Run 1, pin placement:
Drawn at 3 px/um. Pins as bars across the die edge, other pins in grey.
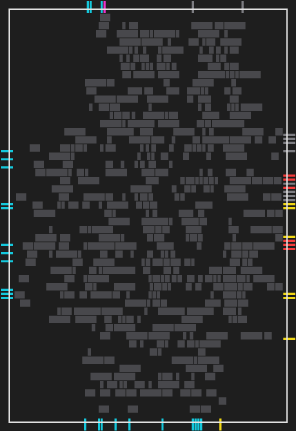
Run 1, congestion heat map:
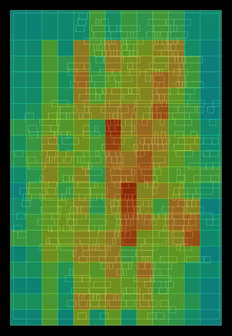
Run 1, wiring heat map:
Drawn at 3 px/um. The die is cut into 18 by 27 equal tiles; dark blue is low, red is high, scaled to the fullest tile. Values are wire area over tile area, all layers added.
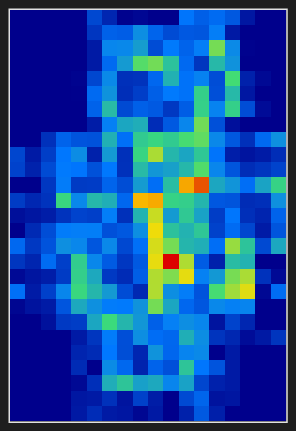
**config.mk**
```make
export PLATFORM = sky130hd
export DESIGN_NAME = seg_scan_mux
export DESIGN_NICKNAME = d
export VERILOG_FILES = /design/src/rtl/seg_pkg.sv /design/src/rtl/seg_decode.sv /design/src/rtl/seg_scan_mux.sv
export SDC_FILE = /design/constraint.sdc
export NUM_CORES = 1
export LEC_CHECK = 0
export CAP_MARGIN = 20
export CORE_ASPECT_RATIO = 1.5
export CORE_UTILIZATION = 30
export DETAILED_ROUTE_END_ITERATION = 10
export PLACE_DENSITY = 0.5
export SYNTH_ARGS = -nofsm -noshare
export SYNTH_HDL_FRONTEND = slang
export SYNTH_SLANG_ARGS = --single-unit
export TNS_END_PERCENT = 50
```
**constraint.sdc**
```tcl
create_clock -name CLK1K -period 3.13 [get_ports CLK1K]
set_clock_uncertainty 0.1 [all_clocks]
set_input_delay 0.4695 -clock CLK1K [delete_from_list [all_inputs] [get_ports CLK1K]]
set_output_delay 0.4695 -clock CLK1K [all_outputs]
set_load 0.1 [all_outputs]
```
**src/rtl/seg_pkg.sv**
```systemverilog
// rtl/seg_pkg.sv - shared constants and hex glyph lookup for the digit scanner
package seg_pkg;

   localparam int         NUM_DIGITS = 6;
   localparam logic [5:0] DIG_OFF    = 6'b111111;
   localparam logic [6:0] SEG_BLANK  = 7'h00;

   // Segment order {g,f,e,d,c,b,a}, active high
   localparam logic [6:0] GLYPH_0 = 7'h3F;
   localparam logic [6:0] GLYPH_1 = 7'h06;
   localparam logic [6:0] GLYPH_2 = 7'h5B;
   localparam logic [6:0] GLYPH_3 = 7'h4F;
   localparam logic [6:0] GLYPH_4 = 7'h66;
   localparam logic [6:0] GLYPH_5 = 7'h6D;
   localparam logic [6:0] GLYPH_6 = 7'h7D;
   localparam logic [6:0] GLYPH_7 = 7'h07;
   localparam logic [6:0] GLYPH_8 = 7'h7F;
   localparam logic [6:0] GLYPH_9 = 7'h6F;
   localparam logic [6:0] GLYPH_A = 7'h77;
   localparam logic [6:0] GLYPH_B = 7'h7C;
   localparam logic [6:0] GLYPH_C = 7'h39;
   localparam logic [6:0] GLYPH_D = 7'h5E;
   localparam logic [6:0] GLYPH_E = 7'h79;
   localparam logic [6:0] GLYPH_F = 7'h71;

   function automatic logic [6:0] hex_to_seg(input logic [3:0] nibble);
      logic [6:0] glyph;
      glyph = SEG_BLANK;
      case (nibble)
         4'h0: glyph = GLYPH_0;
         4'h1: glyph = GLYPH_1;
         4'h2: glyph = GLYPH_2;
         4'h3: glyph = GLYPH_3;
         4'h4: glyph = GLYPH_4;
         4'h5: glyph = GLYPH_5;
         4'h6: glyph = GLYPH_6;
         4'h7: glyph = GLYPH_7;
         4'h8: glyph = GLYPH_8;
         4'h9: glyph = GLYPH_9;
         4'hA: glyph = GLYPH_A;
         4'hB: glyph = GLYPH_B;
         4'hC: glyph = GLYPH_C;
         4'hD: glyph = GLYPH_D;
         4'hE: glyph = GLYPH_E;
         default: glyph = GLYPH_F;
      endcase
      return glyph;
   endfunction

endpackage

```
**src/rtl/seg_decode.sv**
```systemverilog
// rtl/seg_decode.sv - combinational nibble to seven-segment glyph
module seg_decode
   import seg_pkg::*;
(
   input  logic [3:0] nibble_i,
   output logic [6:0] seg_o
);

   assign seg_o = hex_to_seg(nibble_i);

endmodule

```
**src/rtl/seg_scan_mux.sv**
```systemverilog
// rtl/seg_scan_mux.sv - 6-digit multiplexed seven-segment scanner with frame-synchronous load
module seg_scan_mux
   import seg_pkg::*;
#(
   parameter int DWELL      = 2,
   parameter int BLANK_GAP  = 1,
   parameter int BLINK_HALF = 500
) (
   input  logic        CLK1K,
   input  logic        nRST,
   input  logic [23:0] digits_in,
   input  logic        load,
   input  logic [5:0]  blink_en,
   input  logic        lzb,
   output logic [6:0]  seg,
   output logic [5:0]  dig,
   output logic        frame_start
);

   localparam int            BW         = (BLINK_HALF > 1) ? $clog2(BLINK_HALF) : 1;
   localparam logic [7:0]    DWELL_LAST = 8'(DWELL - 1);
   localparam logic [BW-1:0] BLINK_LAST = BW'(BLINK_HALF - 1);

   logic [23:0]   pending_q, pending_d;
   logic [23:0]   shadow_q, shadow_d;
   logic [2:0]    idx_q, idx_d;
   logic [7:0]    cnt_q, cnt_d;
   logic [BW-1:0] blink_cnt_q, blink_cnt_d;
   logic          blink_off_q, blink_off_d;
   logic [6:0]    seg_q, seg_d;
   logic [5:0]    dig_q, dig_d;
   logic          fs_q, fs_d;

   logic                  dwell_end, frame_end, blink_wrap;
   logic                  gap, suppress, zero_run;
   logic [NUM_DIGITS-1:0] lead_zero;
   logic [3:0]            sel_nib;
   logic [6:0]            sel_seg;

   seg_decode u_decode (
      .nibble_i (sel_nib),
      .seg_o    (sel_seg)
   );

   always_comb begin
      dwell_end   = (cnt_q == DWELL_LAST);
      frame_end   = dwell_end && (idx_q == 3'(NUM_DIGITS - 1));
      blink_wrap  = (blink_cnt_q == BLINK_LAST);

      cnt_d       = dwell_end ? 8'd0 : cnt_q + 8'd1;
      idx_d       = idx_q;
      if (dwell_end) idx_d = frame_end ? 3'd0 : idx_q + 3'd1;
      blink_cnt_d = blink_wrap ? '0 : blink_cnt_q + 1'b1;
      blink_off_d = blink_off_q ^ blink_wrap;

      // A load on the boundary cycle reaches shadow through pending_d
      pending_d   = load ? digits_in : pending_q;
      shadow_d    = frame_end ? pending_d : shadow_q;

      zero_run     = 1'b1;
      lead_zero    = '0;
      for (int i = NUM_DIGITS - 1; i >= 1; i--) begin
         zero_run     = zero_run && (shadow_q[4*i +: 4] == 4'h0);
         lead_zero[i] = zero_run;
      end

      sel_nib  = 4'h0;
      suppress = 1'b0;
      for (int i = 0; i < NUM_DIGITS; i++) begin
         if (idx_q == 3'(i)) begin
            sel_nib  = shadow_q[4*i +: 4];
            suppress = (lzb && lead_zero[i]) || (blink_off_q && blink_en[i]);
         end
      end

      gap   = (BLANK_GAP != 0) && (cnt_q == 8'd0);
      dig_d = ~(6'b000001 << idx_q);
      seg_d = suppress ? SEG_BLANK : sel_seg;
      if (gap) begin
         dig_d = DIG_OFF;
         seg_d = SEG_BLANK;
      end
      fs_d  = (idx_q == 3'd0) && (cnt_q == 8'd0);
   end

   always_ff @(posedge CLK1K) begin
      if (!nRST) begin
         pending_q   <= '0;
         shadow_q    <= '0;
         idx_q       <= '0;
         cnt_q       <= '0;
         blink_cnt_q <= '0;
         blink_off_q <= 1'b0;
         seg_q       <= SEG_BLANK;
         dig_q       <= DIG_OFF;
         fs_q        <= 1'b0;
      end else begin
         pending_q   <= pending_d;
         shadow_q    <= shadow_d;
         idx_q       <= idx_d;
         cnt_q       <= cnt_d;
         blink_cnt_q <= blink_cnt_d;
         blink_off_q <= blink_off_d;
         seg_q       <= seg_d;
         dig_q       <= dig_d;
         fs_q        <= fs_d;
      end
   end

   assign seg         = seg_q;
   assign dig         = dig_q;
   assign frame_start = fs_q;

endmodule

```
==> results.py, run 1 <==
# Flow results
metrics = {
    "sta": {
        "holdWs_ns": 0.367,
        "tightest_slew_ns": 0.634,
        "rsz0062_at_grt": "no",
    },
    "synth": {
        "async_flop_share": 0,
        "ys_cells": 400,
        "syn_inst": 400,
        "edf_count": 0,
        "fa_ha_area_frac": 0.0548,
        "netlist_top_cells_count": "dfxtp_1, nor2_1, mux2i_1, a211oi_1, nand2_1",
    },
    "setup_path": {
        "path_delay_family": "AND-OR/OR-AND gates",
        "worst_setup_path_start_kind": "flop",
    },
    "power": {
        "cellLeakagePower_uw": 0.00172,
    },
    "global_routing": {
        "grt_max_degree": 54,
        "grt_pass1_wl_um": 12900,
    },
    "floorplanning": {
        "fp_util": 0.305,
    },
    "status": {
        "status": "finished, final reports clean",
    },
    "clock_tree": {
        "numClockSinks": 83,
        "cts_tree": "yes",
    },
    "final_layout": {
        "syn_to_final_growth_pct": 24.2,
        "nNetsFinal": 491,
    },
}
About 'pin placement':
legend:
  cyan:
    port: digits_in
    pins: 24
    direction: input
    edge: 11 left, 10 bottom, 3 top
  red:
    port: blink_en
    pins: 6
    direction: input
    edge: right
  magenta:
    port: load
    pins: 1
    direction: input
    edge: top
  yellow:
    port: seg
    pins: 7
    direction: output
    edge: 6 right, 1 bottom

About 'congestion heat map':
GRT Overall Usage: 0.130
GR peak layer: met2

About 'wiring heat map':
mean over tiles: 0.094
nearly empty tiles: 26%
densest ninth of the die: centre
Routed WL: 7560 um
Avg WL per Cell: 12.6 um

run 1: cell type report:
class / count / area, um^2
Inverter: 13 / 48.8
Timing Repair Buffer: 53 / 480
Fill cell: 1216 / 7420
Clock inverter: 4 / 72.6
Tap cell: 153 / 191
Sequential cell: 83 / 1660
Clock buffer: 12 / 256
Multi-Input combinational cell: 281 / 1830
run 1: where the power goes:
group	internal, uW	switching (uW)
Sequential	1110	23.1
Combinational	153	330
Clock	741	403
Total	2000	756
run 1: cell families after synthesis:
logic type	Yosys count
AND/OR/NAND/NOR	156
XOR/XNOR	14
flip-flops	83
multiplexers	29
AND-OR/OR-AND	66
adder cells (fa/ha/maj)	16
buffers and inverters	36
run 1: layout by cell type, fill, tap and decap left out, types with 2 or more instances in the layout:
cell type | Yosys | routed
a211oi_1 | 26 | 26
a311oi_1 | 2 | 2
buf_4 | 1 | 20
nand2_1 | 26 | 26
nand3b_1 | 3 | 3
nand3_1 | 17 | 17
dfxtp_1 | 83 | 83
bufinv_16 | 0 | 2
o21ai_1 | 2 | 2
a31oi_1 | 3 | 3
nor4_1 | 4 | 4
o211ai_1 | 3 | 3
and3_1 | 4 | 4
nor2_1 | 82 | 81
o21ai_0 | 7 | 7
clkbuf_8 | 0 | 2
nand2b_1 | 3 | 3
xor2_1 | 9 | 9
inv_2 | 5 | 5
nor3_1 | 3 | 3
mux2i_1 | 29 | 29
clkbuf_16 | 0 | 9
clkdlybuf4s50_1 | 0 | 33
a21oi_1 | 9 | 9
a41o_1 | 2 | 2
nand4_1 | 4 | 4
ha_1 | 16 | 16
a221oi_1 | 2 | 2
or3_1 | 3 | 3
nor3b_1 | 2 | 2
xnor2_1 | 5 | 5
inv_1 | 8 | 8
a41oi_2 | 2 | 2
run 1: flip-flops by register name, summed over array words and instances, names as in the netlist:
signal	flops
cnt_q	8
idx_q	3
pending_q	24
seg	7
frame_start	1
blink_cnt_q	9
shadow_q	24
dig	6
blink_off_q	1
run 1: layer usage:
layer,share of wire,up-vias,wire [um],GRT usage
li1,-,1488,-,-
met1,0.47,1312,3580,0.163
met2,0.47,66,3550,0.211
met3,0.037,9,278,0.0267
met4,0.021,0,157,0.0625
met5,0,-,0,0
run 1: metrics by stage:
step,worst slack [ns],instances,power [uW]
4_1_cts,0.482,599,2800
5_1_grt,0.222,599,2880
3_5_place_dp,0.506,583,1640
2_1_floorplan,0.641,400,1520
3_3_place_gp,0.545,583,1640
6_report,0.489,599,2760
run 1: path summary, 6_finish.rpt:
path	from	end	slack, ns	depth (start not counted)
setup reg to reg	idx_q[1]	seg[0]	0.49	11
hold reg to reg	blink_cnt_q[0]	blink_cnt_q[0]	0.37	1
setup / recovery	idx_q[1]	seg[0]	0.49	11
hold / removal	blink_cnt_q[0]	blink_cnt_q[0]	0.37	1
==> run 2, diff against run 1 <==
--- a/config.mk
+++ b/config.mk
@@ -9,7 +9,7 @@
 export CORE_ASPECT_RATIO = 1.5
 export CORE_UTILIZATION = 30
 export DETAILED_ROUTE_END_ITERATION = 10
-export PLACE_DENSITY = 0.5
+export PLACE_DENSITY = 0.51
 export SYNTH_ARGS = -nofsm -noshare
 export SYNTH_HDL_FRONTEND = slang
 export SYNTH_SLANG_ARGS = --single-unit
==> constraint.sdc (replaced) <==
create_clock -name CLK1K -period 2.2 [get_ports CLK1K]
set_clock_uncertainty 0.1 [all_clocks]
set_input_delay 0.33 -clock CLK1K [delete_from_list [all_inputs] [get_ports CLK1K]]
set_output_delay 0.33 -clock CLK1K [all_outputs]
set_load 0.1 [all_outputs]
Run 2, congestion heat map:
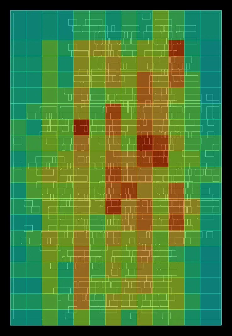
utilization after layout: 0.410
GRT Overall Usage: 0.139

Run 2, met3 routing:
Drawn at 3 px/um. Cells faint in the background.
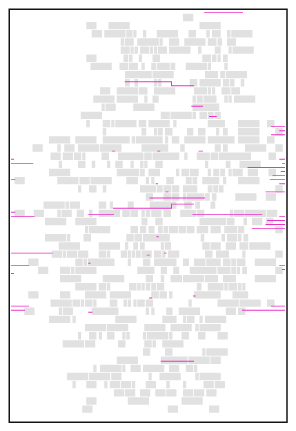
wire length on this layer: 273 um
longest straight run: 23.0 um
main direction: horizontal
Routed WL: 8140 um
met3 Use GR: 0.0289
via total after detailed routing: 2966

==> run 2 against run 1 <==
  * The run now ends with setup timing left
  * Die size unchanged
  * Synthesized cell count is the same
  * First-iteration DRC count up 16%
  * Critical path type unchanged
==> results.py, run 2 <==
# Flow results
metrics = {
    "power": {
        "cellLeakagePower_uw": 0.00186,
        "p_per_area_mw_per_mm2": 791,
    },
    "global_routing": {
        "grt_max_degree": 54,
        "grt_pass1_wl_um": 13700,
    },
    "worst_hold_path": {
        "holdPathStages": 1,
        "min_from": "blink_cnt_q[0]",
        "min_to": "blink_cnt_q[0]",
    },
    "synth": {
        "syn_inst": 400,
        "ys_cells": 400,
        "async_flop_share": 0,
        "edf_count": 0,
    },
    "final_layout": {
        "mostFrequentLayoutCells": "nor2_1, dfxtp_1, buf_4",
        "nNetsFinal": 521,
        "reg_top3": "pending_q x24, shadow_q x24, blink_cnt_q x9",
        "syn_to_final_growth_pct": 34.1,
        "fill_cells": 1183,
    },
    "clock_tree": {
        "numClockSinks": 83,
        "cts_tree": "yes",
    },
    "routing": {
        "wire_per_inst_um": 13.0,
        "ant_nets": 0,
        "drtIter0Drc": 133,
    },
    "setup_path": {
        "worst_setup_path_start_kind": "flop",
        "path_delay_family": "adder cells",
        "regToRegSetupSlack_ns": -0.01,
        "reg2reg_to": "seg[1]",
        "rr_worst_depth": 8,
        "r2r_start": "idx_q[1]",
    },
    "sta": {
        "rsz0062_at_grt": "yes",
        "tightest_slew_ns": 0.536,
        "final-setup-viol-count": 2,
        "fin_ws_ns": -0.0139,
    },
    "flow_run": {
        "openroad.warnings": 39,
    },
    "status": {
        "status": "complete, but fails checks",
        "violations": "setup timing",
    },
    "place": {
        "dp_hpwl_um": 5860,
    },
    "floorplanning": {
        "fp_util": 0.305,
    },
}
Run 2, pin placement:
Drawn at 3 px/um. Pins as bars across the die edge, other pins in grey.
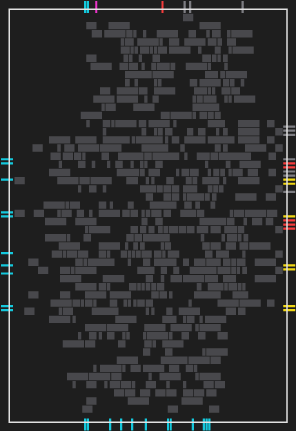
legend:
  magenta:
    port: load
    pins: 1
    direction: input
    edge: top
  cyan:
    port: digits_in
    pins: 24
    direction: input
    edge: 12 bottom, 10 left, 2 top
  red:
    port: blink_en
    pins: 6
    direction: input
    edge: 5 right, 1 top
  yellow:
    port: seg
    pins: 7
    direction: output
    edge: right
all pins by edge: 19 right, 12 bottom, 10 left, 7 top

[run 2: cell counts after synthesis]
No cell type changed its count.
[run 2: layout make-up]
cell class | count | area [um^2] | area share
tap | 153 | 191 | 0.0391
inverter | 13 | 48.8 | 0.00997
timing repair buffer | 83 | 754 | 0.154
sequential | 83 | 1670 | 0.340
clock inverter | 3 | 40.0 | 0.00818
multi-input combinational | 281 | 1950 | 0.399
clock buffer | 11 | 243 | 0.0496
[run 2: worst max-delay path by stage]
stage                   from     end  slack [ns]  cells after the start
finish              idx_q[1]  seg[1]       -0.01                      8
global route        idx_q[1]  seg[3]       -0.13                     11
CTS                 idx_q[1]  seg[2]       -0.02                      9
detailed placement  idx_q[1]  seg[0]       -0.17                     11
global placement    idx_q[1]  seg[3]       -0.09                     10
floorplan           idx_q[0]  seg[1]       0.001                     11
[run 2: timing repair]
action                                  in CTS  in global routing
endpoints found under the setup margin       7                  7
pin swaps                                    5                  8
resized                                      9                 20
hold buffers                                 0                  0
setup buffers                                0                  4
[run 2: stage by stage]
stage	hold slack (ns)	instance area (um^2)	total power (uW)	worst slack (ns)	cells
floorplan	0.318	3670	2160	0.00105	400
CTS	0.352	4790	3870	-0.0229	623
finish	0.345	4900	3870	-0.0139	627
detailed placement	0.339	4450	2400	-0.167	609
global route	0.391	4900	4060	-0.129	627
global placement	0.326	4450	2400	-0.0917	609
[run 2: logic make-up after synthesis]
group           count (synthesis)  share of synthesized area
simple gates                  156                      0.192
flops                          83                      0.455
compound gates                 66                      0.139
buf+inv                        36                     0.0459
mux                            29                     0.0795
fa+ha+maj                      16                     0.0548
xor+xnor                       14                     0.0336
[run 2: report_power, final]
group / switching (uW) / leakage [uW] / internal (uW)
logic: 507 / 0.00104 / 311
registers: 34.5 / 0.000678 / 1580
clock network: 548 / 0.000141 / 892
[run 2: layer usage]
metal,wire [um],global-route usage
met5,0,0
met4,257,0.0807
met3,272,0.0289
met2,3940,0.235
met1,3670,0.162
[run 2: worst reg2reg max path, delay by kind of cell, from the launching register on]
| family | cells | cell delay (ns) |
|---|---|---|
| buffers and inverters | 1 | 0.12 |
| adder cells (fa/ha/maj) | 3 | 0.61 |
| AND-OR/OR-AND | 2 | 0.52 |
| AND/OR/NAND/NOR | 1 | 0.37 |
| flip-flops | 1 | 0.33 |
| multiplexers | 1 | 0.07 |
==> run 3, diff against run 2 <==
--- a/config.mk
+++ b/config.mk
@@ -7,9 +7,10 @@
 export LEC_CHECK = 0
 export CAP_MARGIN = 20
 export CORE_ASPECT_RATIO = 1.5
-export CORE_UTILIZATION = 30
+export CORE_UTILIZATION = 40
 export DETAILED_ROUTE_END_ITERATION = 10
-export PLACE_DENSITY = 0.51
+export HOLD_SLACK_MARGIN = 0.12
+export PLACE_DENSITY = 0.64
 export SYNTH_ARGS = -nofsm -noshare
 export SYNTH_HDL_FRONTEND = slang
 export SYNTH_SLANG_ARGS = --single-unit
Run 3, pin placement:
Drawn at 4 px/um. Pins as bars across the die edge, other pins in grey.
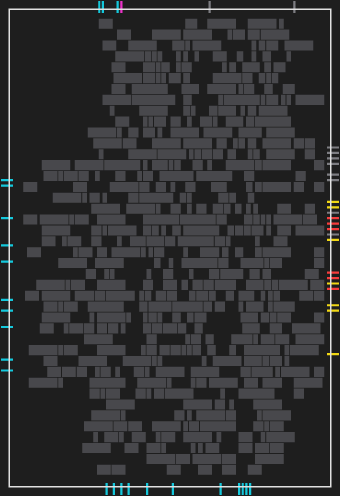
legend:
  red:
    port: blink_en
    pins: 6
    direction: input
    edge: right
  magenta:
    port: load
    pins: 1
    direction: input
    edge: top
  cyan:
    port: digits_in
    pins: 24
    direction: input
    edge: 11 bottom, 10 left, 3 top
  yellow:
    port: seg
    pins: 7
    direction: output
    edge: right
all pins by edge: 21 right, 11 bottom, 10 left, 6 top
die span in x: 80.0 um
chip height: 119 um
PortBufs: 47

Run 3, wiring heat map:
Drawn at 3 px/um. The die is cut into 16 by 24 equal tiles; dark blue is low, red is high, scaled to the fullest tile. Values are wire area over tile area, all layers added.
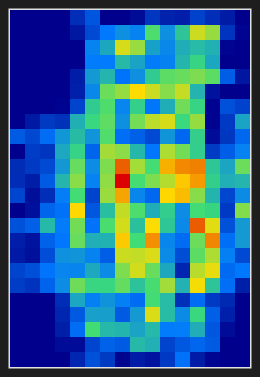
emptiest ninth of the die: upper left
nearly empty tiles: 18%
mean over tiles: 0.13
via total after detailed routing: 3028
GRT Overall Usage: 0.176
Routed WL: 7860 um
Avg WL per Cell: 13.5 um

==> run 3 against run 2 <==
  * The run now ends clean
  * Worst setup slack improved by 0.041 ns
  * Non-clock buffer count fell by 5
  * Sequential cell count did not move
  * Register-to-register slack improved by 0.04 ns
  * Utilization rose by 14 points
  * Final area fell by 1.6%
  * Wire length fell by 3.4%
  * Critical path depth did not move
  * Synthesized cell count did not move
  * Power rose by 0.47%
  * Sequential share of layout area rose by 0.61 points
  * Area after synthesis did not move
==> results.py, run 3 <==
# Flow results
metrics = {
    "status": {
        "status": "finished, final reports clean",
    },
    "synth": {
        "synthAoiAreaFrac": 0.139,
        "edf_count": 0,
        "xor_share": 0.0336,
        "mux_share": 0.0795,
        "simple_gate_area_frac": 0.192,
        "syn_inst": 400,
        "async_flop_share": 0,
        "topCombFamilyByArea": "simple AND/OR/NAND/NOR gates",
        "fa_ha_area_frac": 0.0548,
    },
    "final_layout": {
        "fill_cells": 797,
        "fin_area_mm2": 0.00482,
        "mostFrequentLayoutCells": "dfxtp_1, nor2_1, buf_4",
        "nNetsFinal": 516,
        "final_common_cell": "dfxtp_1",
    },
    "flow_run": {
        "openroad.warnings": 38,
    },
    "power": {
        "clockPowerShare": 0.379,
        "p_sw_frac": 0.285,
        "intPower_uw": 2780,
        "cellLeakagePower_uw": 0.00185,
        "combPwrFrac": 0.206,
        "total_power_uw": 3890,
        "switching_power_uw": 1110,
    },
    "setup_path": {
        "r2r_start": "idx_q[0]",
        "regToRegSetupSlack_ns": 0.03,
        "rr_worst_depth": 8,
        "worst_setup_path_start_kind": "flop",
        "reg2reg_to": "seg[1]",
    },
    "worst_hold_path": {
        "holdPathStages": 1,
        "min_to": "blink_cnt_q[0]",
        "min_from": "blink_cnt_q[0]",
    },
    "sta": {
        "fin_ws_ns": 0.0267,
        "rsz0062_at_grt": "yes",
    },
    "routing": {
        "ant_nets": 0,
        "drtIter0Drc": 129,
    },
    "place": {
        "place_ws_ns": -0.158,
        "dp_hpwl_um": 5660,
        "placed_area_mm2": 0.00436,
    },
    "global_routing": {
        "grt_pass1_wl_um": 13100,
    },
    "clock_tree": {
        "numClockSinks": 83,
    },
    "floorplanning": {
        "fp_util": 0.414,
    },
}
Run 3, metal 2:
Drawn at 4 px/um. Cells faint in the background.
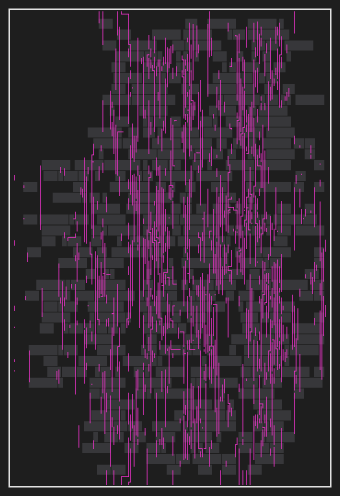
nets with wire on the layer: 423
longest straight run: 38.1 um

## run 3: cell types whose count changed in the layout (fill, tap and decap cells not counted), moves of 2 or more
| cell | delta |
|---|---|
| o21ai_1 | -2 |
| or3_1 | +2 |
| buf_4 | -4 |
| o21ai_0 | +2 |
| or3_4 | -2 |
## run 3: power groups by stage
stage	clock (uW)	sequential [uW]	combinational (uW)
floorplan	0	1870	300
global placement	0	1640	733
detailed placement	0	1650	744
CTS	1510	1620	763
global route	1580	1620	859
finish	1470	1620	800
## run 3: per-layer routing
metal	part of all wire	global-route usage
met5	0	0
met4	0.022	0.0725
met3	0.044	0.0490
met2	0.50	0.295
met1	0.43	0.206
## run 3: area by class of cell
| cell class | count | area, um^2 | share of cell area |
|---|---|---|---|
| multi-input combinational | 281 | 1950 | 0.405 |
| sequential | 83 | 1670 | 0.346 |
| timing repair buffer | 78 | 713 | 0.148 |
| clock buffer | 11 | 243 | 0.0504 |
| tap | 110 | 138 | 0.0286 |
| clock inverter | 5 | 52.6 | 0.0109 |
| inverter | 13 | 51.3 | 0.0106 |
## run 3: kinds of logic after synthesis
logic type               Yosys count
AND-OR/OR-AND                     66
XOR/XNOR                          14
adder cells (fa/ha/maj)           16
buffers and inverters             36
flip-flops                        83
multiplexers                      29
AND/OR/NAND/NOR                  156
## run 3: worst max-delay path by stage
stage | start | to | slack, ns | depth (start not counted)
after floorplan | idx_q[0] | seg[1] | 0.001 | 11
after global placement | idx_q[1] | seg[0] | -0.03 | 10
after detailed placement | idx_q[1] | seg[6] | -0.16 | 9
after CTS | idx_q[0] | seg[6] | 0.005 | 9
after global routing | idx_q[0] | seg[1] | -0.07 | 10
final | idx_q[0] | seg[1] | 0.03 | 8
## run 3: per-stage QoR
| step | TNS [ns] | hold slack (ns) | util | cells |
|---|---|---|---|---|
| 2_1_floorplan | 0 | 0.318 | - | 400 |
| 3_5_place_dp | -0.732 | 0.365 | 0.494 | 561 |
| 4_1_cts | 0 | 0.377 | 0.534 | 577 |
| 3_3_place_gp | -0.0908 | 0.333 | 0.494 | 561 |
| 6_report | 0 | 0.374 | 0.546 | 581 |
| 5_1_grt | -0.284 | 0.395 | 0.546 | 581 |
## run 3: worst max-delay path: cells and delay by family (launching register included)
family | cells | cell delay (ns)
mux | 1 | 0.06
buf+inv | 1 | 0.15
fa+ha+maj | 3 | 0.64
compound gates | 3 | 0.75
flops | 1 | 0.37
## run 3: what timing repair did
action / CTS / global route
gates resized: 12 / 18
endpoints found under the hold margin: 0 / 0
gates cloned: 0 / 0
pin swaps: 4 / 11
setup buffers: 0 / 4
endpoints found under the setup margin: 7 / 7
Power is estimated from default activity; no workload was simulated.
